[src/rtl/smg_pkg.sv]
// rtl/smg_pkg.sv - shared widths, select constants and helper functions for the seven-segment scan scheduler
package smg_pkg;
    localparam int CODE_W     = 4;
    localparam int MAX_DIGITS = 8;

    typedef logic [CODE_W-1:0] code_t;

    localparam logic [MAX_DIGITS-1:0] DIGIT_OFF = '1;

    function automatic logic [MAX_DIGITS-1:0] onehot_low(input logic [2:0] idx);
        return ~(8'b1 << idx);
    endfunction

    // Marks the run of zero digits starting at the top; digit 0 always stays visible.
    function automatic logic [MAX_DIGITS-1:0] lz_mask(input logic [4*MAX_DIGITS-1:0] val,
                                                      input int digits);
        logic [MAX_DIGITS-1:0] m;
        logic                  lead;
        m    = '0;
        lead = 1'b1;
        for (int k = MAX_DIGITS - 1; k >= 1; k--) begin
            if (k < digits) begin
                if (lead && val[4*k +: 4] == 4'h0) m[k] = 1'b1;
                else                               lead = 1'b0;
            end
        end
        return m;
    endfunction
endpackage

[src/rtl/smg_tick_counter.sv]
// rtl/smg_tick_counter.sv - dwell counter and slot index with blank and frame-boundary flags
module smg_tick_counter #(
    parameter int DIGITS = 3,
    parameter int DWELL  = 49999,
    parameter int BLANK  = 999,
    parameter int IW     = (DIGITS > 1) ? $clog2(DIGITS) : 1
) (
    input  logic          CLK,
    input  logic          RSTn,
    output logic [IW-1:0] idx,
    output logic          in_view,
    output logic          boundary
);
    localparam int CW = $clog2(DWELL + 1);
    localparam logic [CW-1:0] LAST_C     = CW'(DWELL);
    localparam logic [CW-1:0] FIRST_VIEW = CW'(BLANK);
    localparam logic [IW-1:0] LAST_IDX   = IW'(DIGITS - 1);

    logic [CW-1:0] cnt;
    logic          slot_end;

    assign slot_end = (cnt == LAST_C);
    assign boundary = slot_end && (idx == LAST_IDX);
    assign in_view  = (cnt >= FIRST_VIEW);

    always_ff @(posedge CLK or negedge RSTn) begin
        if (!RSTn) begin
            cnt <= '0;
            idx <= '0;
        end else if (slot_end) begin
            cnt <= '0;
            idx <= (idx == LAST_IDX) ? '0 : idx + 1'b1;
        end else begin
            cnt <= cnt + 1'b1;
        end
    end
endmodule

[src/rtl/smg_scan_scheduler.sv]
// rtl/smg_scan_scheduler.sv - frame-synchronous digit scan with req/ack value loading
// Optional leading-zero suppression: SMG_LZ_SUPPRESS_EN.
module smg_scan_scheduler
    import smg_pkg::*;
#(
    parameter int DIGITS = 3,
    parameter int DWELL  = 49999,
    parameter int BLANK  = 999
) (
    input  logic                     CLK,
    input  logic                     RSTn,
    input  logic                     Load_Req,
    input  logic [4*DIGITS-1:0]      Number_Sig,
    output logic                     Load_Ack,
    output logic [CODE_W-1:0]        Number_Data,
    output logic [DIGITS-1:0]        Digit_Sel,
    output logic                     Frame_Done
);
    localparam int IW = (DIGITS > 1) ? $clog2(DIGITS) : 1;

    logic [IW-1:0]          idx;
    logic                   in_view;
    logic                   boundary;
    logic                   capture;
    logic                   show;
    logic [4*DIGITS-1:0]    shadow;
    logic [MAX_DIGITS-1:0]  sel_low;

    smg_tick_counter #(
        .DIGITS (DIGITS),
        .DWELL  (DWELL),
        .BLANK  (BLANK),
        .IW     (IW)
    ) u_tick (
        .CLK      (CLK),
        .RSTn     (RSTn),
        .idx      (idx),
        .in_view  (in_view),
        .boundary (boundary)
    );

    assign capture = boundary && Load_Req;
    assign sel_low = onehot_low(3'(idx));

`ifdef SMG_LZ_SUPPRESS_EN
    logic [DIGITS-1:0]     mask;
    logic [MAX_DIGITS-1:0] mask_next;

    always_comb begin
        mask_next = lz_mask((4*MAX_DIGITS)'(Number_Sig), DIGITS);
    end

    always_ff @(posedge CLK or negedge RSTn) begin
        if (!RSTn)        mask <= '0;
        else if (capture) mask <= mask_next[DIGITS-1:0];
    end

    assign show = in_view && !mask[idx];
`else
    assign show = in_view;
`endif

    always_ff @(posedge CLK or negedge RSTn) begin
        if (!RSTn) begin
            shadow      <= '0;
            Load_Ack    <= 1'b0;
            Frame_Done  <= 1'b0;
            Number_Data <= '0;
            Digit_Sel   <= DIGIT_OFF[DIGITS-1:0];
        end else begin
            if (capture) shadow <= Number_Sig;
            Load_Ack    <= capture;
            Frame_Done  <= boundary;
            // Old shadow is used here on the boundary cycle, so the new values start cleanly at slot 0.
            Number_Data <= shadow[{idx, 2'b00} +: CODE_W];
            Digit_Sel   <= show ? sel_low[DIGITS-1:0] : DIGIT_OFF[DIGITS-1:0];
        end
    end
endmodule

[config.mk]
export PLATFORM = sky130hd
export DESIGN_NAME = smg_scan_scheduler
export DESIGN_NICKNAME = d
export VERILOG_FILES = /design/src/rtl/smg_pkg.sv /design/src/rtl/smg_tick_counter.sv /design/src/rtl/smg_scan_scheduler.sv
export SDC_FILE = /design/constraint.sdc
export NUM_CORES = 1
export LEC_CHECK = 0
export CORE_AREA = 2 2 79 81
export DETAILED_ROUTE_END_ITERATION = 10
export DIE_AREA = 0 0 81 83
export GPL_ROUTABILITY_DRIVEN = 0
export GPL_TIMING_DRIVEN = 1
export SYNTH_ARGS = -nofsm -noshare
export SYNTH_HDL_FRONTEND = slang
export SYNTH_HIERARCHICAL = 1
export SYNTH_SLANG_ARGS = --single-unit
[constraint.sdc]
create_clock -name CLK -period 2.4 [get_ports CLK]
set_input_delay 0.36 -clock CLK [delete_from_list [all_inputs] [get_ports CLK]]
set_output_delay 0.36 -clock CLK [all_outputs]
set_load 0.02 [all_outputs]
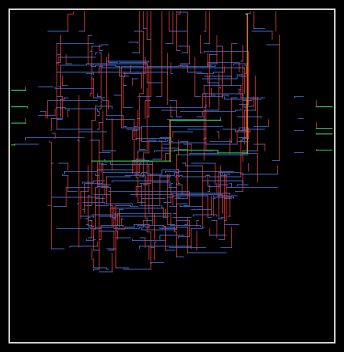
run_1/wires.png
(4 px per µm)
red -> metal 2  # wire length 1380 µm
green -> metal 3  # wire length 78.4 µm
blue -> metal 1  # wire length 1460 µm
orange -> metal 4  # wire length 44.9 µm
all-layer global routing usage: 0.102
total wire length after detailed routing: 2960 µm

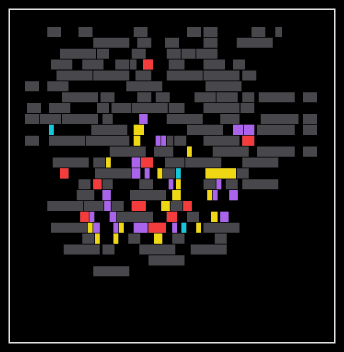
run_1/logic_types.png
(4 px per µm)
red -> and/or cells  # cells 10, most used and3_1
yellow -> nor cells  # cells 17, most used nor2_1, where center
purple -> nand cells  # cells 21, most used nand2_1
cyan -> inv cells  # cells 3, most used inv_1
logic gate fraction of the total cell area: 0.328
top logic cell by instance count in the layout: sky130_fd_sc_hd__dfrtp_1
Non-Filler Instances: 235

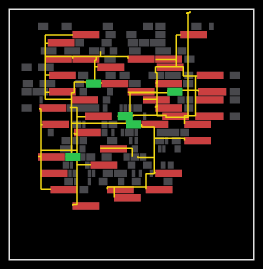
run_1/clk_routes.png
(3 px per µm)
red -> flip-flops  # count 39
yellow -> clock wires  # length 488 µm
green -> clock drivers  # count 5
routed clock nets = 6
worst skew pair latency: 0.29 ns
Worst Clk Skew: 0.00317 ns
total clock network power: 0.542 mW

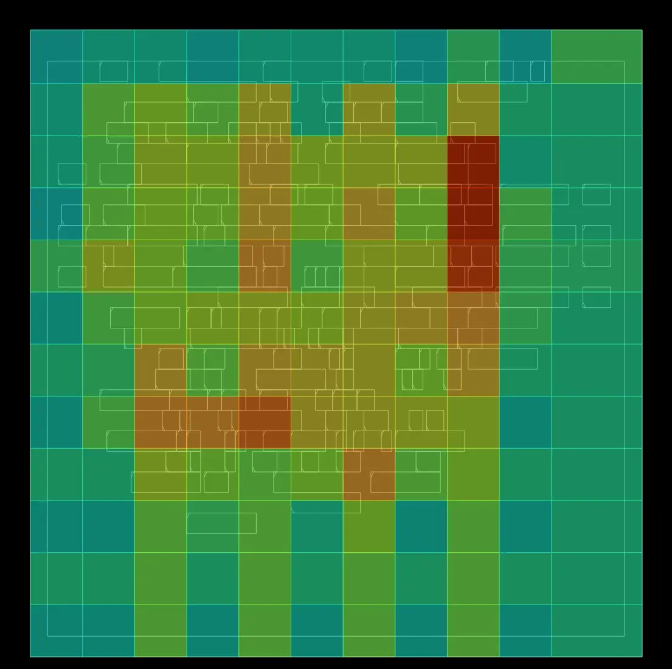
run_1/congestion.png
met2 usage: 0.150
final cell utilization of the core: 0.364
met1 demand-to-capacity share in global routing: 0.137
met3 usage: 0.0326
most heavily used metal layer in global routing: met2

[run 1: routing by layer]
metal / track usage / up-vias
li1: - / 523
met1: 0.137 / 516
met2: 0.150 / 13
met3: 0.0326 / 4
met4: 0.0416 / 0
met5: 0 / -
[run 1: cells by family after synthesis]
kind of cell             count (synthesis)
XOR/XNOR                                13
AND-OR/OR-AND                            8
buffers and inverters                    8
multiplexers                            17
adder cells (fa/ha/maj)                  1
AND/OR/NAND/NOR                         48
flip-flops                              39
[run 1: area by class of cell]
class,instances,share of cell area
inverters,3,0.00532
well taps,75,0.0443
flip-flops and latches,39,0.462
clock inverters,3,0.0207
clock buffers,5,0.0325
multi-input cells,87,0.328
repair buffers,23,0.106
[run 1: synthesized netlist by cell type, types with 3 or more instances]
cell | instances | share of area
sky130_fd_sc_hd__dfrtp_1 | 36 | 0.52
sky130_fd_sc_hd__dfstp_2 | 3 | 0.046
sky130_fd_sc_hd__inv_1 | 3 | 0.0065
sky130_fd_sc_hd__mux2_2 | 3 | 0.020
sky130_fd_sc_hd__mux2_4 | 9 | 0.078
sky130_fd_sc_hd__mux2i_1 | 5 | 0.029
sky130_fd_sc_hd__nand2_1 | 9 | 0.020
sky130_fd_sc_hd__nand3_1 | 3 | 0.0087
sky130_fd_sc_hd__nand4_1 | 5 | 0.018
sky130_fd_sc_hd__nor2_1 | 10 | 0.022
sky130_fd_sc_hd__o2bb2ai_1 | 4 | 0.020
sky130_fd_sc_hd__xnor2_1 | 7 | 0.036
sky130_fd_sc_hd__xor2_1 | 6 | 0.031
[run 1: worst min-delay path by stage]
stage,cells past startpoint,end,startpoint,slack [ns]
2_1_floorplan,0,Frame_Done,RSTn,0.06
3_3_place_gp,1,u_tick/cnt[0],u_tick/cnt[0],0.47
3_5_place_dp,1,u_tick/cnt[0],u_tick/cnt[0],0.47
4_1_cts,1,Number_Data[0],RSTn,0.21
5_1_grt,1,Number_Data[0],RSTn,0.24
6_report,1,Number_Data[0],RSTn,0.16
[run 1: power by group]
| part | total [mW] | leakage (nW) | switching (mW) | internal, mW |
|---|---|---|---|---|
| Clock | 0.542 | 0.0581 | 0.232 | 0.309 |
| Sequential | 0.657 | 0.520 | 0 | 0.657 |
| Combinational | 0.0342 | 0.386 | 0.0149 | 0.0193 |
| Total | 1.23 | 0.964 | 0.247 | 0.985 |
[run 1: critical path: stages (launching register included)]
cell                      delay (ns)
sky130_fd_sc_hd__dfrtp_1        0.38
sky130_fd_sc_hd__ha_1           0.23
sky130_fd_sc_hd__and3_1         0.27
sky130_fd_sc_hd__nand4_1        0.13
sky130_fd_sc_hd__nor3b_1        0.30
sky130_fd_sc_hd__nand2_2        0.31
sky130_fd_sc_hd__mux2_4         0.38
[run 1: metrics by stage]
step	utilization	instance area, µm²	cells	total power [mW]	worst slack (ns)
floorplan	-	1720	134	0.670	0.500
global placement	0.345	2010	227	0.706	0.299
detailed placement	0.345	2010	227	0.706	0.284
CTS	0.364	2120	235	1.25	0.268
global route	0.364	2120	235	1.29	0.152
finish	0.364	2120	235	1.23	0.295
==> commit_impl_results.txt, run 1 <==
Log flow metrics for this revision

* Pin count of the biggest net entering global routing: 40
- Minimum clock period after layout: 2.11 ns
- OpenSTA lists the critical path endpoint as shadow[9].
- Leakage: 0.964 nW
* Resized Gates After CTS: 0
* Count of flip-flops with a built-in enable after synthesis: 0
* Comb area: 696 µm²
- Most frequent cells in the layout: sky130_fd_sc_hd__dfrtp_1 (36), sky130_fd_sc_hd__clkdlybuf4s50_1 (22), sky130_fd_sc_hd__nor2_1 (10), sky130_fd_sc_hd__mux2_4 (9), sky130_fd_sc_hd__nand2_1 (9)
- Power density relative to cell area: 582 mW/mm²
- The floorplan has 28 rows.
- Headroom to the max-slew limit: 0.440
* Clk sink count: 39
- The first TritonRoute pass finished after 4 iterations.
- Cell at the root of the clock tree: sky130_fd_sc_hd__clkbuf_8
- Highest routed metal layer: met4
* Antenna violations before repair: 0
- Category of the critical setup timing path: flip-flop to flip-flop
* Kind of start point of the critical path: flip-flop
- On the final layout, the worst hold slack is 0.160 ns.
- Post-detailed-route wirelength per cell: 12.6 µm
- YS chip area: 0.00172 mm²
- In this run, the number of DRC markers left after iteration 0 of detailed routing was about 57.
- Per the layout report, the design carries 593 filler cells.
- Flip-flop and latch count after synthesis: 39
* Amount of wire on met3 after detailed routing: 78 µm
* Hold/Removal Path Class: input pin to async pin
- Global-route wire length before repair: 5180 µm
- Most flop-heavy register: u_tick/cnt
- The number of setup buffers added after CTS is 0.
- After clock tree synthesis, the flow added hold-fix buffers numbering 0.
* Total count of hold-check failures in the final report: 0
* Clock transition at the registers of the reported paths: 0.08 ns
* Synth-to-Final Area Change: 22.9%
- Run status: complete, no violations
- The worst register-to-register path has a setup slack of 0.29 ns.
- TritonCTS created 5 clock buffers.
- At floorplan, the net count of the design was reported as 150.
- Simple-gate area share of the yosys netlist: 0.166
* Routed met2 length: 1380 µm
- Ant. Diodes: 0
- Nets: 175
* Fraction of synthesis flops using an asynchronous set or reset pin: 1.00
* VDD IR max: 317 µV
- Setup repair after global routing left no endpoint under its margin.
* Tool warnings: 26
* Most used flip-flop cell after synthesis: sky130_fd_sc_hd__dfrtp_1
* Clock tree from TritonCTS: built
- Height of the die: 83 µm
- Overall die width: 81 µm
- Using the TritonRoute via totals, the vias-per-cell ratio works out to 4.49.
* DRC viols: 0
* Worst setup path startpoint: u_tick/cnt[0]
- The buffer_ports step reported a buffer count of 23.
- Placeable core region: approximately 0.0058 mm²
- CP required: between 2 and 3 ns
- Antenna Nets Post-Route: 0
* Number of distinct standard cells referenced by the synthesized netlist: 39
- Post-route period utilization is reported as 0.877.
- Per the timing report, the most critical flop-to-flop path finishes at shadow[9].
* Maximum net fanout on the critical path: 13
- Congestion Overflow GR: 0
- After synthesis, the share of cell area in mux cells is 0.127.
- Slew @ Worst Pin: around 0.84 ns
* Mean Syn Cell Area: between 10 and 15 µm²
- The via count of the first global-routing pass is 1082.
* Number of pins exceeding their max-slew limit in the final report: 0
- Wire length on met1: roughly 1500 µm
- Reg-to-Reg Start: u_tick/cnt[0]
* Adder Area Share: 0.00726
- Largest regs: u_tick/cnt (16), shadow (12), Number_Data (4)
* Length in cells of the worst reg-to-reg path: 6
* Clock H-tree levels: 2
- The HPWL after detailed placement is between 2000 and 2500 µm.
- Fmax: 475 MHz
- Summed over all failing endpoints, the final setup total negative slack is 0 ns.
- Area share of and-or/or-and cells after synthesis: 0.0370
- Max reg flops: 16
- Post-synthesis share of cell area spent on xor and xnor gates: 0.0661
* Clock buffer depth: 2
* Ys Warns: 6
- Among the non-sequential cells, simple AND/OR/NAND/NOR gates take the most area.
* Core utilization at floorplan: 0.296
* Area of the mapped netlist: 0.00172 mm²
* Cell count after synthesis: 134
- In the final layout, flip-flops and latches occupy ~980 µm².
* Ports placed on the boundary: 24
* Count of final setup violators: 0
- The layout summary lists the proportion of cells stronger than drive strength 1 as 0.181.
- Type of destination of the critical path: flip-flop
- The synthesized netlist was found by Yosys to have between 100 and 150 cells.
* Detailed-route via count: 1056
* Overall chip area: 0.00672 mm²
- Part of the Yosys area used for sequential elements: 0.569
* Max-capacitance violation count: 0
- Data on the critical path arrives at its endpoint at 2.28 ns.
run_1/flops_by_reg.png
(6 px per µm) Other sequential cells in the stronger gray, the rest of the logic in the fainter gray.
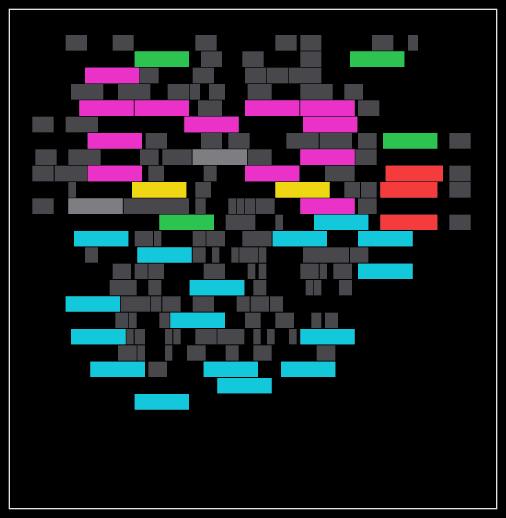

==> inputs of run 2 (changes only) <==
Settings changed: CORE_AREA 2 2 79 81 to 2 2 63 65, DIE_AREA 0 0 81 83 to 0 0 65 67, GPL_TIMING_DRIVEN 1 to not set, PLACE_DENSITY set to 0.7.
Clock period 2.4 ns to 2.1 ns, I/O delays scaled along.
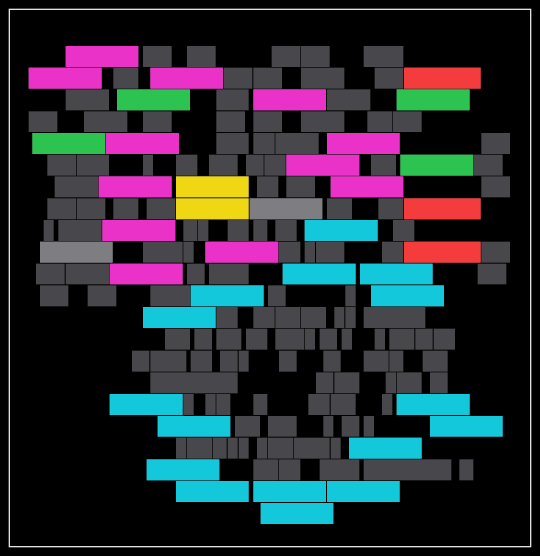
run_2/flops_by_reg.png
(8 px per µm) Other sequential cells in the stronger gray, the rest of the logic in the fainter gray.
cyan -> u_tick/cnt  # flops 16
yellow -> u_tick/idx  # flops 2
magenta -> shadow  # flops 12
green -> Number_Data  # flops 4
red -> Digit_Sel  # flops 3
not colored = 2
seq pwr: 0.751 mW
Sequential Area: 980 µm²
share of cell area taken by flip-flops and latches: 0.451
final cell utilization of the core: 0.602

==> commit_impl_results.txt, run 2 <==
Log flow metrics for this revision

- Nets: 184 (+5.1%)
- Count of final setup violators: 0 (unchanged)
- The count of tool warnings was 26 (unchanged).
- Number of vias per cell after detailed routing: 5.11 (+14%)
- Category of the critical setup timing path: flip-flop to flip-flop
- Vias in the first global route: 1188 (+9.8%)
- Fmax: 507 MHz (+6.7%)
- Area of the mapped netlist: 0.00172 mm² (unchanged)
- The final routed wire length divided by cell count was 14.1 µm (+12%).
- Main area contributors: sky130_fd_sc_hd__dfrtp_1 (52%), sky130_fd_sc_hd__mux2_4 (7.8%), sky130_fd_sc_hd__dfstp_2 (4.6%), sky130_fd_sc_hd__xnor2_1 (3.6%), sky130_fd_sc_hd__xor2_1 (3.1%)
- The post-route clock skew is 0.00958 ns (+0.00641 ns).
- Worst skew pair latency: 0.29 ns (about the same)
- Number of pins exceeding their max-slew limit in the final report: 0 (unchanged)
* Capturing point of the worst reg2reg path: shadow[3]
- The overall via count from detail_route came to 1108 (+4.9%).
- Overall chip area: 0.00436 mm² (-35%)
- The violation count after the first detailed-routing iteration came to 51 (-11%).
- Overall die width: 65 µm (-20%)
* Number of distinct standard cells referenced by the synthesized netlist: 39 (unchanged)
- Per the cell usage report, the commonest logic cells after layout are sky130_fd_sc_hd__dfrtp_1 (36), sky130_fd_sc_hd__clkdlybuf4s50_1 (22), sky130_fd_sc_hd__nor2_1 (10).
- Ant. Diodes: 0 (unchanged)
- The area of the core region came to 0.00361 mm² (-38%).
- The number of flip-flops under the largest register name was 16 (unchanged).
- Proportion of layout cells with a drive suffix above 1: 0.219 (+0.0377)
- Part of the Yosys area used for sequential elements: 0.569 (unchanged)
* Delay contributed by the slowest stage of the critical path: 0.46 ns (+0.08 ns)
* Top-area cell share: 0.523 (unchanged)
* Clock buffer depth: 2 (unchanged)
- The die outline height came to 67 µm (-19%).
* Total count of hold-check failures in the final report: 0 (unchanged)
- Cell at the root of the clock tree: sky130_fd_sc_hd__clkbuf_8
- The initial core utilization came to 0.478 (+0.182).
- Critical path, cell by cell: nor4_4 > nand4_1 > nor3b_1 > nand2_2 > buf_4 > mux2_4
- The largest registers in the layout are u_tick/cnt (16), shadow (12), Number_Data (4).
* Cell total after placement: 207 (-8.8%)
- The number of standard cells reported by yosys was 134 (unchanged).
- Fraction of synthesis flops using an asynchronous set or reset pin: 1.00 (unchanged)
- Hold/Removal Path Class: input pin to async pin
* Most used flip-flop cell after synthesis: sky130_fd_sc_hd__dfrtp_1
- Most common cell in the synthesized netlist: sky130_fd_sc_hd__dfrtp_1
- Count of flip-flops with a built-in enable after synthesis: 0 (unchanged)
- The biggest area contributor in the post-synthesis netlist is sky130_fd_sc_hd__dfrtp_1.
* Pre-CTS setup slack: -0.00940 ns (-0.293 ns)
- CP arrival: 2.14 ns (-0.14 ns)
- Compared with the post-synthesis result, the final layout area differs by 26.1%.
* Clock H-tree levels: 2 (unchanged)
* Clk sink count: 39 (unchanged)
- The detailed-route wire length is 3070 µm (+3.8%).
* Non-Filler Instances: 217 (-7.7%)
- CP max-delay cell: sky130_fd_sc_hd__dfrtp_1
- Power density relative to cell area: 699 mW/mm² (+20%)
* Worst setup slack for register-to-register paths: 0.13 ns (-0.17 ns)
- u_tick/cnt holds more flip-flops than any other register.
- Kind of start point of the critical path: flip-flop
* Leakage: 1.02 nW (+5.3%)
* Synth Net Count: 150 (unchanged)
* Comb area: 696 µm² (unchanged)
- The slew at the pin closest to its max-slew limit came to 0.837 ns (-0.00264 ns).
- The tally of buffers added on design ports was 23 (unchanged).
- Global-route wire length before repair: 5460 µm (+5.3%)
- Mean Syn Cell Area: 12.9 µm² (unchanged)
- Crit-path leading delay family: simple AND/OR/NAND/NOR gates
- The data required time of the critical path is 2.27 ns (-0.31 ns).
- Run status: complete, no violations
- The yosys warning tally is 6 (unchanged).
* Ports placed on the boundary: 24 (unchanged)
* Pin count of the biggest net entering global routing: 40 (unchanged)
* Final period util: 0.939 (+0.0621)
- Setup repair after global routing left no endpoint under its margin.
- Min setup slack post-route: 0.128 ns (-0.167 ns)
- TritonCTS built the clock tree.
- The final setup TNS is 0 ns (unchanged).
* Number of buffers inserted during clock tree synthesis: 5 (unchanged)
- Reg-to-Reg Start: u_tick/cnt[11]
- The total of max-cap violations is 0 (unchanged).
- The number of hold buffers added after cts came to 0 (unchanged).
- Clock transition at the registers of the reported paths: 0.07 ns (about the same)
* DRC viols: 0 (unchanged)
- Fill cell instance count of the final layout: 298 (-50%)
- YS chip area: 0.00172 mm² (unchanged)
- Antenna Nets Post-Route: 0 (unchanged)
- Antenna violations before repair: 0 (unchanged)
* Congestion Overflow GR: 0 (unchanged)
- The total half-perimeter wirelength after legalization and detailed placement is 2290 µm (+8.4%).
- The depth of the worst register-to-register path was 6 (unchanged).
- Row cnt: 22 (-21%)
- Number of buffers and inverters on the critical path: 1 (+1)
* Top logic cell by instance count in the layout: sky130_fd_sc_hd__dfrtp_1
- VDD IR max: 446 µV (+41%)
- Flip-flop and latch count after synthesis: 39 (unchanged)
- Minimum clock period after layout: 1.97 ns (-0.133 ns)
- Most frequent cells after synthesis: sky130_fd_sc_hd__dfrtp_1 (36), sky130_fd_sc_hd__nor2_1 (10), sky130_fd_sc_hd__mux2_4 (9), sky130_fd_sc_hd__nand2_1 (9), sky130_fd_sc_hd__xnor2_1 (7)
- The iteration tally of the first detailed-router pass came to 4 (unchanged).
* Maximum net fanout on the critical path: 7 (-6)
- STA classifies the critical path endpoint as a flip-flop.
- The remaining max-slew budget at the tightest pin came to 0.442 (+0.00176).
- The global-route usage over all layers was 0.171 (+0.0689).
- Cell count after synthesis: 134 (unchanged)
## run 2: cell counts after synthesis
No cell type changed its count.
## run 2: how the worst max path moves through the flow
stage | start | to | slack [ns] | cells past startpoint
after global placement | u_tick/cnt[11] | shadow[7] | 0.11 | 5
final | u_tick/cnt[11] | shadow[3] | 0.13 | 6
after CTS | u_tick/cnt[11] | shadow[3] | 0.11 | 6
after floorplan | u_tick/cnt[0] | shadow[10] | 0.20 | 8
after global routing | u_tick/cnt[11] | shadow[3] | 0.02 | 6
after detailed placement | u_tick/cnt[11] | shadow[3] | -0.009 | 5
## run 2: layer usage
layer / GRT usage / up-vias / wire (µm)
met3: 0.0355 / 5 / 117
met1: 0.203 / 546 / 1350
li1: - / 535 / -
met5: 0 / - / 0
met4: 0.0878 / 0 / 65
met2: 0.291 / 22 / 1530
## run 2: cell families after synthesis
family | synth area share
xor+xnor | 0.0661
buf+inv | 0.0276
fa+ha+maj | 0.00726
mux | 0.127
simple gates | 0.166
flops | 0.569
compound gates | 0.0370
## run 2: timing repair
action	CTS	global route
resized	0	0
buffers inserted	2	0
hold endpoints to repair	0	0
setup endpoints to repair	2	0
## run 2: report_power, final
group / switching, mW / internal, mW
sequential: 0 / 0.751
combinational: 0.0171 / 0.0220
clock: 0.253 / 0.475
total: 0.270 / 1.25
## run 2: metrics by stage
| stage | total power [mW] | hold slack (ns) | area [µm²] |
|---|---|---|---|
| after floorplan | 0.766 | 0.0194 | 1720 |
| after global placement | 0.805 | 0.439 | 2020 |
| after detailed placement | 0.806 | 0.455 | 2020 |
| after CTS | 1.54 | 0.146 | 2170 |
| after global routing | 1.57 | 0.189 | 2170 |
| final | 1.52 | 0.125 | 2170 |
## run 2: cell type report
type / instances / area share
sequential: 39 / 0.451
multi-input combinational: 87 / 0.320
timing repair buffer: 32 / 0.135
clock buffer: 6 / 0.0334
clock inverter: 2 / 0.0276
tap: 48 / 0.0276
inverter: 3 / 0.00518
run_2/detail.png
Window x 39 to 59, y 7 to 27 µm. Cells in gray, sequential cells in the stronger gray; small squares are vias.
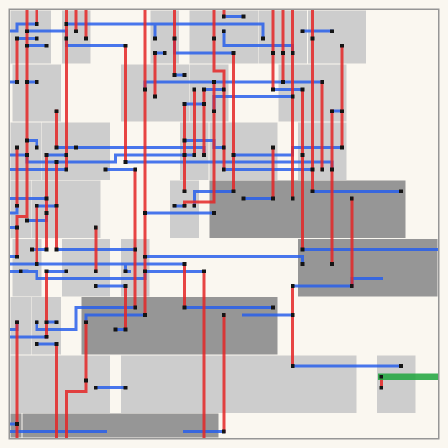

==> inputs of run 3 (changes only) <==
Settings changed: SKIP_CTS_REPAIR_TIMING set to 1.
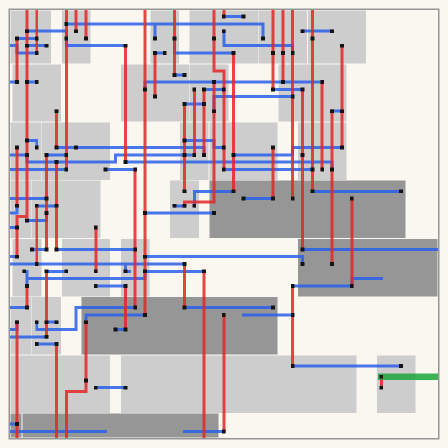
run_3/detail.png
Window x 39 to 59, y 7 to 27 µm. Cells in gray, sequential cells in the stronger gray; small squares are vias.
red -> metal 2
blue -> metal 1
green -> metal 3
sequential cells in the window = 3
netlist names of flops here include = u_tick/cnt (3)
cells with their middle in the window = 27

==> commit_impl_results.txt, run 3 <==
Log flow metrics for this revision

- Largest regs: u_tick/cnt (16), shadow (12), Number_Data (4)
- Fraction of synthesis flops using an asynchronous set or reset pin: 1.00 (unchanged)
* Total cells reported by yosys after synthesis: 134 (unchanged)
* Length in cells of the worst reg-to-reg path: 6 (unchanged)
* Number of pins exceeding their max-slew limit in the final report: 0 (unchanged)
- Area share of and-or/or-and cells after synthesis: 0.0370 (unchanged)
* Part of the Yosys area used for sequential elements: 0.569 (unchanged)
- Placeable core region: 0.00361 mm² (unchanged)
- Hold/Removal Path Class: input pin to async pin
* Post-synthesis share of cell area spent on xor and xnor gates: 0.0661 (unchanged)
* Vias in the first global route: 1182 (-0.51%)
- Simple-gate area share of the yosys netlist: 0.166 (unchanged)
- The count of clock tree sinks came to 39 (unchanged).
* RSZ-0062 raised after global routing: false
* YS chip area: 0.00172 mm² (unchanged)
- The wire length of the first global-routing pass was 5450 µm (-0.11%).
* Congestion Overflow GR: 0 (unchanged)
- Tool warnings: 26 (unchanged)
* Number of buffer cells added on primary ports: 23 (unchanged)
* VDD IR max: 447 µV (+0.22%)
- Max-capacitance violation count: 0 (unchanged)
* Minimum clock period after layout: 2.00 ns (+0.0320 ns)
- TritonCTS built the clock tree.
- The die outline height was 67 µm (unchanged).
* Drt first-iter violations: 54 (+5.9%)
* Maximum net fanout on the critical path: 13 (+6)
* Fmax: 499 MHz (-1.6%)
* Slew @ Worst Pin: 0.827 ns (-0.00956 ns)
* Synth-to-Final Area Change: 26.4%
- The detailed-route vias per instance came to 5.10 (-0.17%).
- Mean Syn Cell Area: 12.9 µm² (unchanged)
- Overall chip area: 0.00436 mm² (unchanged)
* Reg-to-Reg Start: u_tick/cnt[11]
- The clock latency reported for the late side of the worst-skew pair came to 0.29 ns (about the same).
- Most flop-heavy register: u_tick/cnt
- The final critical-path share of the clock period came to 0.954 (+0.0152).
* Category of the critical setup timing path: flip-flop to flip-flop
- Number of distinct standard cells referenced by the synthesized netlist: 39 (unchanged)
- Flip-flop and latch count after synthesis: 39 (unchanged)
* Main area contributors: sky130_fd_sc_hd__dfrtp_1 (52%), sky130_fd_sc_hd__mux2_4 (7.8%), sky130_fd_sc_hd__dfstp_2 (4.6%), sky130_fd_sc_hd__xnor2_1 (3.6%), sky130_fd_sc_hd__xor2_1 (3.1%)
- The register-to-register setup slack came to 0.1 ns (-0.03 ns).
* CP required: 2.27 ns (about the same)
- The arithmetic-cell share of the synthesized area counting full adders, half adders and majority gates is 0.00726 (unchanged).
- The post-route clock skew is 0.0102 ns (+0.000615 ns).
- The total CTS buffers came to 5 (unchanged).
- The total power per unit cell area came to 698 mW/mm² (-0.12%).
* Total wire length after detailed routing: 3100 µm (+1.0%)
- CP arrival: 2.18 ns (+0.04 ns)
- The instance count after placement with tap cells included came to 207 (unchanged).
- The critical path starts at u_tick/cnt[11].
* Leakage: 1.02 nW (+0.23%)
- The remaining routing DRC violations came to 0 (unchanged).
- STA classifies the critical path startpoint as a flip-flop.
* Post-detailed-route wirelength per cell: 14.3 µm (+1.5%)
- Run status: complete, no violations
* Top cell type by total area after synthesis: sky130_fd_sc_hd__dfrtp_1
* Ant. Diodes: 0 (unchanged)
- Total design power: 1.52 mW (+0.11%)
- The yosys warning tally came to 6 (unchanged).
- The number of top-level pins is 24 (unchanged).
- Clock H-tree levels: 2 (unchanged)
- The number of nets in the layout is 183 (-0.54%).
- The total number of placement rows was 22 (unchanged).
- Antenna violations before repair: 0 (unchanged)
- Count of final setup violators: 0 (unchanged)
* Antenna Nets Post-Route: 0 (unchanged)
* Clock buffer depth: 2 (unchanged)
- Most frequent cells in the layout: sky130_fd_sc_hd__dfrtp_1 (36), sky130_fd_sc_hd__clkdlybuf4s50_1 (22), sky130_fd_sc_hd__nor2_1 (10), sky130_fd_sc_hd__mux2_4 (9), sky130_fd_sc_hd__nand2_1 (9)
- For this run, the leading register cell type out of synthesis is sky130_fd_sc_hd__dfrtp_1.
- Type of destination of the critical path: flip-flop
- The multiplexer area fraction after synthesis came to 0.127 (unchanged).
- Final worst hold slack: 0.120 ns (-0.00528 ns)
* Total count of hold-check failures in the final report: 0 (unchanged)
- Core utilization at floorplan: 0.478 (unchanged)
- The non-filler instance count after layout is 216 (-0.46%).
* Pin count of the biggest net entering global routing: 40 (unchanged)
- The iteration tally of the first detailed-router pass came to 4 (unchanged).
- Cell at the root of the clock tree: sky130_fd_sc_hd__clkbuf_8
- The core utilization of the finished layout is 0.604 (+0.00139).
* Dominant combinational cell family by area after synthesis: simple AND/OR/NAND/NOR gates
* Most common cell in the synthesized netlist: sky130_fd_sc_hd__dfrtp_1
- Proportion of layout cells with a drive suffix above 1: 0.214 (-0.00465)
- Max reg flops: 16 (unchanged)
- Headroom to the max-slew limit: 0.449 (+0.00637)
* Count of flip-flops with a built-in enable after synthesis: 0 (unchanged)
* Top logic cell by instance count in the layout: sky130_fd_sc_hd__dfrtp_1
* All-layer global routing usage: 0.171 (unchanged)
- Overall die width: 65 µm (unchanged)
- The cell count after synthesis was 134 (unchanged).
* Placement-stage cell area: 0.00202 mm² (unchanged)
- Detailed-route via count: 1101 (-0.63%)
- Area of the mapped netlist: 0.00172 mm² (unchanged)
[run 3: cell counts after synthesis]
No cell type changed its count.
[run 3: kinds of logic (layout without fill, tap and decap cells)]
kind of cell,count (synthesis),count (layout)
simple gates,48,48
flops,39,39
mux,17,17
xor+xnor,13,13
compound gates,8,8
buf+inv,8,42
fa+ha+maj,1,1
[run 3: layer usage]
metal	vias up	wire length, µm	part of all wire	GRT usage
met4	0	65	0.021	0.0878
met3	5	92	0.030	0.0355
met5	-	0	0	0
met1	546	1360	0.44	0.203
met2	18	1580	0.51	0.291
li1	532	-	-	-
[run 3: stage by stage]
| stage | TNS (ns) | worst slack [ns] |
|---|---|---|
| 2_1_floorplan | 0 | 0.200 |
| 3_3_place_gp | 0 | 0.113 |
| 3_5_place_dp | -0.0273 | -0.00940 |
| 4_1_cts | -0.0159 | -0.0127 |
| 5_1_grt | 0 | 0.000391 |
| 6_report | 0 | 0.0958 |
[run 3: critical path, cell delays in order (launching register included)]
cell and delay (ns):
sky130_fd_sc_hd__dfrtp_1 0.46, sky130_fd_sc_hd__nor4_4 0.36, sky130_fd_sc_hd__nand4_1 0.17, sky130_fd_sc_hd__nor3b_1 0.29
sky130_fd_sc_hd__nand2_2 0.12, sky130_fd_sc_hd__buf_12 0.17, sky130_fd_sc_hd__mux2_4 0.30
[run 3: final cells by class]
type / count / area (µm²)
tap: 48 / 60.1
multi-input combinational: 87 / 696
clock buffer: 6 / 72.6
fill: 301 / 1430
clock inverter: 2 / 60.1
inverter: 3 / 11.3
timing repair buffer: 31 / 298
sequential: 39 / 980
[run 3: final timing paths]
path,end
worst max register to register,shadow[3]
min in group CLK,Frame_Done
worst max-delay path,shadow[3]
max in group asynchronous,shadow[3]
worst min-delay path,u_tick/idx[1]
worst min register to register,Frame_Done
[run 3: power breakdown]
group	internal, mW	switching [mW]
Clock	0.475	0.255
Combinational	0.0220	0.0170
Sequential	0.751	0
Total	1.25	0.272
Power is estimated from default activity; no workload was simulated.
